<file path="config.mk">
export PLATFORM = sky130hd
export DESIGN_NAME = hssi_tx_pkt_arb
export DESIGN_NICKNAME = d
export VERILOG_FILES = /design/src/rtl/hssi_tx_pkt_arb.sv
export SDC_FILE = /design/constraint.sdc
export NUM_CORES = 1
export LEC_CHECK = 0
export CAP_MARGIN = 20
export CORE_AREA = 2 2 323 325
export CTS_BUF_LIST = sky130_fd_sc_hd__clkbuf_16
export CTS_CLUSTER_DIAMETER = 60
export DETAILED_ROUTE_END_ITERATION = 10
export DIE_AREA = 0 0 325 327
export GPL_TIMING_DRIVEN = 0
export HOLD_SLACK_MARGIN = 0.05
export PLACE_DENSITY = 0.42
export SETUP_SLACK_MARGIN = 0.15
export SYNTH_ARGS = -nofsm -noshare
export SYNTH_HDL_FRONTEND = slang
export SYNTH_SLANG_ARGS = --single-unit
export TNS_END_PERCENT = 100
</file>
<file path="constraint.sdc">
create_clock -name clk -period 9.2 [get_ports clk]
set_input_delay 1.84 -clock clk [delete_from_list [all_inputs] [get_ports clk]]
set_output_delay 1.84 -clock clk [all_outputs]
set_load 0.05 [all_outputs]
</file>
<file path="src/rtl/hssi_tx_pkt_arb.sv">
// Packet-atomic round-robin merge of NUM_CH AXI-S TX streams into one registered stream.
// Each output beat carries its source channel on m_tid.
module hssi_tx_pkt_arb #(
  parameter  int NUM_CH = 8,
  parameter  int DATA_W = 64,
  parameter  int USER_W = 12,
  localparam int ID_W   = $clog2(NUM_CH),
  localparam int KEEP_W = DATA_W / 8
) (
  input  logic                     clk,
  input  logic                     rst,
  input  logic [NUM_CH-1:0]        s_tvalid,
  output logic [NUM_CH-1:0]        s_tready,
  input  logic [NUM_CH*DATA_W-1:0] s_tdata,
  input  logic [NUM_CH*KEEP_W-1:0] s_tkeep,
  input  logic [NUM_CH*USER_W-1:0] s_tuser,
  input  logic [NUM_CH-1:0]        s_tlast,
  output logic                     m_tvalid,
  input  logic                     m_tready,
  output logic [DATA_W-1:0]        m_tdata,
  output logic [KEEP_W-1:0]        m_tkeep,
  output logic [USER_W-1:0]        m_tuser,
  output logic                     m_tlast,
  output logic [ID_W-1:0]          m_tid,
  output logic [31:0]              pkt_cnt,
  output logic                     busy
);

  localparam logic [0:0] IDLE = 1'b0;
  localparam logic [0:0] XFER = 1'b1;

  logic [0:0]        r_state;
  logic [ID_W-1:0]   r_ptr;
  logic [ID_W-1:0]   r_grant;
  logic              r_m_tvalid;
  logic [DATA_W-1:0] r_m_tdata;
  logic [KEEP_W-1:0] r_m_tkeep;
  logic [USER_W-1:0] r_m_tuser;
  logic              r_m_tlast;
  logic [ID_W-1:0]   r_m_tid;
  logic [31:0]       r_pkt_cnt;

  logic [ID_W-1:0]   w_sel;
  logic [ID_W:0]     w_sum;
  logic [ID_W-1:0]   w_idx;
  logic              w_out_ok;
  logic              w_accept;
  logic [NUM_CH-1:0] w_s_tready;

  assign w_out_ok = !r_m_tvalid || m_tready;
  assign w_accept = (r_state == XFER) && s_tvalid[r_grant] && w_out_ok;

  // Scan downward so the lowest offset from r_ptr is the last (winning) assignment.
  always_comb begin
    w_sel = r_ptr;
    w_sum = '0;
    w_idx = '0;
    for (int k = NUM_CH - 1; k >= 0; k--) begin
      w_sum = {1'b0, r_ptr} + (ID_W+1)'(k);
      if (w_sum >= (ID_W+1)'(NUM_CH))
        w_sum = w_sum - (ID_W+1)'(NUM_CH);
      w_idx = w_sum[ID_W-1:0];
      if (s_tvalid[w_idx])
        w_sel = w_idx;
    end
  end

  always_comb begin
    w_s_tready = '0;
    if (r_state == XFER)
      w_s_tready[r_grant] = w_out_ok;
  end

  always_ff @(posedge clk or posedge rst) begin
    if (rst) begin
      r_state    <= IDLE;
      r_ptr      <= '0;
      r_grant    <= '0;
      r_m_tvalid <= 1'b0;
      r_m_tdata  <= '0;
      r_m_tkeep  <= '0;
      r_m_tuser  <= '0;
      r_m_tlast  <= 1'b0;
      r_m_tid    <= '0;
      r_pkt_cnt  <= '0;
    end else begin
      case (r_state)
        IDLE: begin
          if (|s_tvalid) begin
            r_grant <= w_sel;
            r_state <= XFER;
          end
        end
        XFER: begin
          if (w_accept && s_tlast[r_grant]) begin
            r_ptr   <= (r_grant == ID_W'(NUM_CH - 1)) ? '0 : r_grant + 1'b1;
            r_state <= IDLE;
          end
        end
        default: r_state <= IDLE;
      endcase

      if (w_accept) begin
        r_m_tvalid <= 1'b1;
        r_m_tdata  <= s_tdata[int'(r_grant)*DATA_W +: DATA_W];
        r_m_tkeep  <= s_tkeep[int'(r_grant)*KEEP_W +: KEEP_W];
        r_m_tuser  <= s_tuser[int'(r_grant)*USER_W +: USER_W];
        r_m_tlast  <= s_tlast[r_grant];
        r_m_tid    <= r_grant;
      end else if (m_tready) begin
        r_m_tvalid <= 1'b0;
      end

      if (r_m_tvalid && m_tready && r_m_tlast)
        r_pkt_cnt <= r_pkt_cnt + 32'd1;
    end
  end

  assign s_tready = w_s_tready;
  assign m_tvalid = r_m_tvalid;
  assign m_tdata  = r_m_tdata;
  assign m_tkeep  = r_m_tkeep;
  assign m_tuser  = r_m_tuser;
  assign m_tlast  = r_m_tlast;
  assign m_tid    = r_m_tid;
  assign pkt_cnt  = r_pkt_cnt;
  assign busy     = (r_state == XFER);

endmodule
</file>
### Cell density map

Scale: 1 px per µm. The die is cut into 32 by 33 equal tiles; dark blue is low, red is high, 0 to 100% covered.
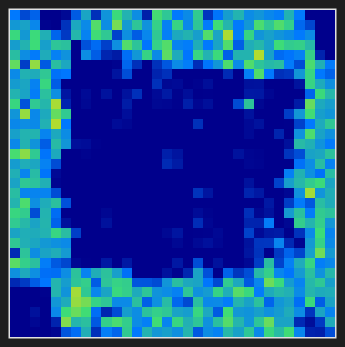
The emptiest ninth of the die: center. The fullest tile reaches 65%. The densest ninth of the die: lower right. 39% of the tiles are nearly empty.

### Cell outlines without signal wires

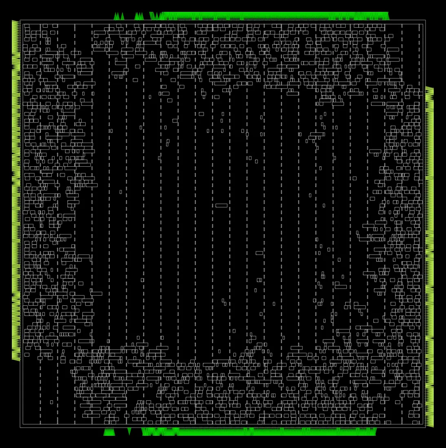
Filler cells: 11609
fraction of standard cell area that is sequential: 14.66%
site row count: 118
sequential cells: 128
final standard cell utilization of the core: 21.24%

### M1 wires

Scale: 1.5 px per µm. Supply wires on this layer in gray.
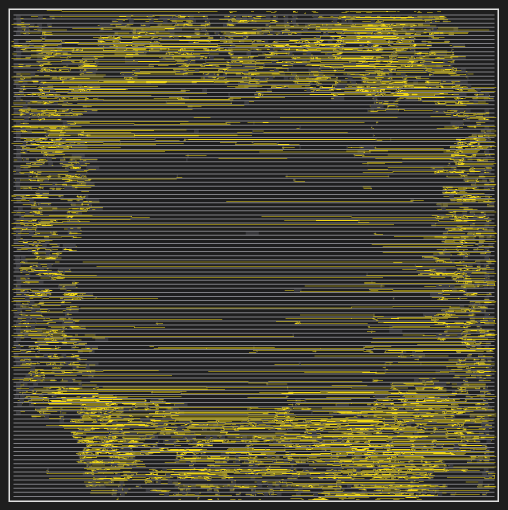
The layer holds 43% of the routed length. The layer carries 42.6 mm of wire. 2651 nets have wire on it. The wires run mostly horizontal.

==> summary.txt <==
Physical implementation status

The multi-input gate share of total cell area stands at 33.89%. Setup repair after global routing left no endpoint under its margin. The number of sinks driven by the clock tree stands at around 130. The tally of buffers added on design ports stands at 820.

The via density per instance stands at just over 4. In the final report, the number of endpoints failing setup comes to 0. Together, buffers and inverters on the worst path number 6. The clock latency reported for the late side of the worst-skew pair stands at approximately 0.49 ns. Per the detail_route report, DRC violations left total 0. Per the placement report, the placed cell count is 3575. Per the OpenROAD floorplan log, the area of the core is 102900 µm². The power dissipated by switching net loads stands at 4.273 mW.

After synthesis, the largest area contributor takes up between 20 and 30% of total cell area. The run finished with clean final reports. The post-synth count of flops with an enable pin is 0. The CTS H-tree depth stands at 4. Synthesis produced a netlist whose cell count is 1368.

The detailed-route wire length per cell stands at 27.37 µm. The die width stands at 325 µm. The worst setup path is captured at an output pin. around 1100 cells are multi-input combinational gates. Multiplexer cells account for 20.95% of the synthesized area. The fraction of registers with async set/reset stands at 100.0%. In the final layout, clock buffers and inverters account for 2.599% of the cell area. In the log, the iteration count for the first detailed-route pass is 5. The via count of the first global-routing pass came to 15385. Per the Yosys statistics, synthesis produced 1368 cells. Per STA, the library cell used most along the worst path is sky130_fd_sc_hd__clkbuf_1. Excluding fillers, the count of instances in the completed layout stands at 3611. The number of signal-net inverters in the final layout stands at 10. The number of clock buffer instances in the layout stands at 17. Max fanout on the critical path was recorded as 10.

The area share of buffers outside the clock network stands at 40.74%. Summed over all routing layers, the global router reports a total usage of 18.09%. Looking at area per cell type in the netlist, the leader is sky130_fd_sc_hd__dfrtp_1. In this run, post-CTS hold repair placed 0 buffers. Per the OpenROAD power report, leakage power amounts to between 8 and 9 nW. The number of warning messages in the logs stands at 27. The placed standard-cell area stands at 21250 µm². For reference, full adder, half adder and majority cells occupy 0.5590% of the area reported after synthesis. In this run the remaining antenna-violating nets after routing total 0. According to the floorplan report, the die height is 327 µm. The placer congestion estimate stands at 0.8557. In the final run the clock tree shows a worst skew of 0.01214 ns. For this run, the post-layout net count is between 2000 and 3000.

The overall die area stands at 106300 µm². The max-slew violation count stands at 0. The fraction of power consumed by sequential logic stands at 13.0%. Summed over all combinational cells, the power is 5.68 mW.

The power report lists the sequential group at approximately 0.96 mW. The share of total power in combinational logic stands at 77.3%. The deepest clock path buffer count stands at 2. After Yosys synthesis, and, or, nand and nor cells account for 13.38% of the synthesized area. The initial antenna violation count stands at 15. After global routing the overflow that remains totals 0. The number of register bits inferred by synthesis stands at 128. After routing, the total negative slack on setup checks comes to 0 ns. The synthesis report names the predominant flop master as sky130_fd_sc_hd__dfrtp_1.

The share of the Yosys chip area taken by registers is 28.62%. The max capacitance violation total stands at 0. Data arrives at the worst endpoint at 5.07 ns. Ranked by power, first place goes to combinational logic.

Cells with a size suffix above 1 make up 8.389% of the layout. The total non-filler cell area in the finished layout stands at 21850 µm². The power attributed to the clock group stands at 0.714 mW. The wire length of the first global-routing pass stands at 131.9 mm. The timing report shows that the slowest cell on the worst path is sky130_fd_sc_hd__clkdlybuf4s50_1. The number of clock buffers added by TritonCTS is 17. The cell sequence reported for the critical path is clkbuf_1 > buf_2 > clkbuf_1 > clkbuf_2 > clkbuf_1 > nand2_1 > nor2_1 > clkdlybuf4s50_1. The mapped netlist covers 11190 µm². The total power consumption of the routed design stands at 7.351 mW. The number of well taps stands at ~1400. The chip area from the yosys synthesis statistics stands at 11190 µm². Subtracting the final worst setup slack from the clock period gives 6.908 ns. The number of ordinary and repair buffers in the finished layout stands at 962. Per the synthesis report, the AND-OR/OR-AND share of the synthesized area is between 20 and 30%. The power report attributes to the clock group a share of 9.7%. Leaving out fill and tap cells, the most frequent cell in the layout is sky130_fd_sc_hd__clkdlybuf4s50_1. The final hold violation count stands at 0. The flop-to-flop setup slack stands at 4.79 ns. The initial utilization of the core area, before any placement, comes to 10.88%. The required time reported for the critical path endpoint stands at roughly 7.4 ns. The post-synthesis xor/xnor area fraction stands at under 10%. On the critical path the largest part of the delay comes from buffers and inverters.

The wire length after detailed routing stands at between 90 and 100 mm. In this run the post-CTS setup repair buffer count came out at 0. The post-cts repair resize count stands at 0. The area occupied by multi-input gates stands at 7406 µm².

Among the non-sequential cells, AND-OR/OR-AND gates take the most area. Counting every net in the synthesized netlist gives 2064. At the pin with the least slew margin, the transition time is roughly 1.2 ns. The count of different cell masters after synthesis stands at ~50. The total number of vias stands at 14760. The relative area change from synthesis to final layout stands at 95.26%. The power report shows net switching accounting for around 58% of the total.

Per the timing report, the achievable frequency comes out to 144.8 MHz. Warnings reported by Yosys during synthesis add up to 0. The total area of sequential cells stands at 3203 µm². The iteration-0 DRC count of the detailed router stands at 913. In the final design, more cell area goes to non-clock buffers than to any other class. The max-slew check reports its worst relative slack as 21.27%.
[through the flow]
stage	hold slack, ns	setup WS [ns]	util, %
2_1_floorplan	0.5838	3.947	-
3_3_place_gp	0.4647	0.9238	20.53
3_5_place_dp	0.4760	2.513	20.65
4_1_cts	0.4856	1.926	21.21
5_1_grt	0.4988	1.887	21.24
6_report	0.4734	2.292	21.24
[state kept, by name, indices dropped and copies added (netlist names)]
| register | count |
|---|---|
| m_tid | 3 |
| r_ptr | 3 |
| r_grant | 3 |
| busy | 1 |
| m_tdata | 64 |
| pkt_cnt | 32 |
| m_tkeep | 8 |
| m_tlast | 1 |
| m_tuser | 12 |
| m_tvalid | 1 |
[Yosys cell counts (all sizes together) (2+ instances only)]
master and count:
nor2 274, a21oi 244, dfrtp 128, mux2 112, a22oi 99, clkbuf 79, mux2i 79, buf 54
a221oi 49, a211oi 39, a22o 37, nand2 28, xnor2 24, nand3 16, mux4 12, xor2 11
inv 10, o21ai 10, nand4 6, nor3 6, and3 5, and4 5, ha 5, nor2b 4
nor4 4, o211ai 4, and2 3, nand2b 3, a2111oi 2, a21o 2, a31oi 2, o31ai 2
or4 2
[layer usage]
metal | routed length [µm] | global-route usage (%)
met4 | 1813 | 4.177
met5 | 40 | 0
met3 | 6106 | 4.463
met1 | 42580 | 22.51
met2 | 48300 | 31.32
[path summary, 6_finish.rpt]
check	startpoint	end	cells past startpoint
setup / recovery	r_grant[0]	s_tready[7]	8
hold / removal	pkt_cnt[31]	pkt_cnt[31]	1
min in group asynchronous	rst	pkt_cnt[29]	2
setup reg to reg	r_grant[1]	m_tdata[2]	9
hold reg to reg	pkt_cnt[31]	pkt_cnt[31]	1
max in group asynchronous	rst	m_tuser[7]	3
Power figures rest on the tool's default switching activity, not on a simulated workload.
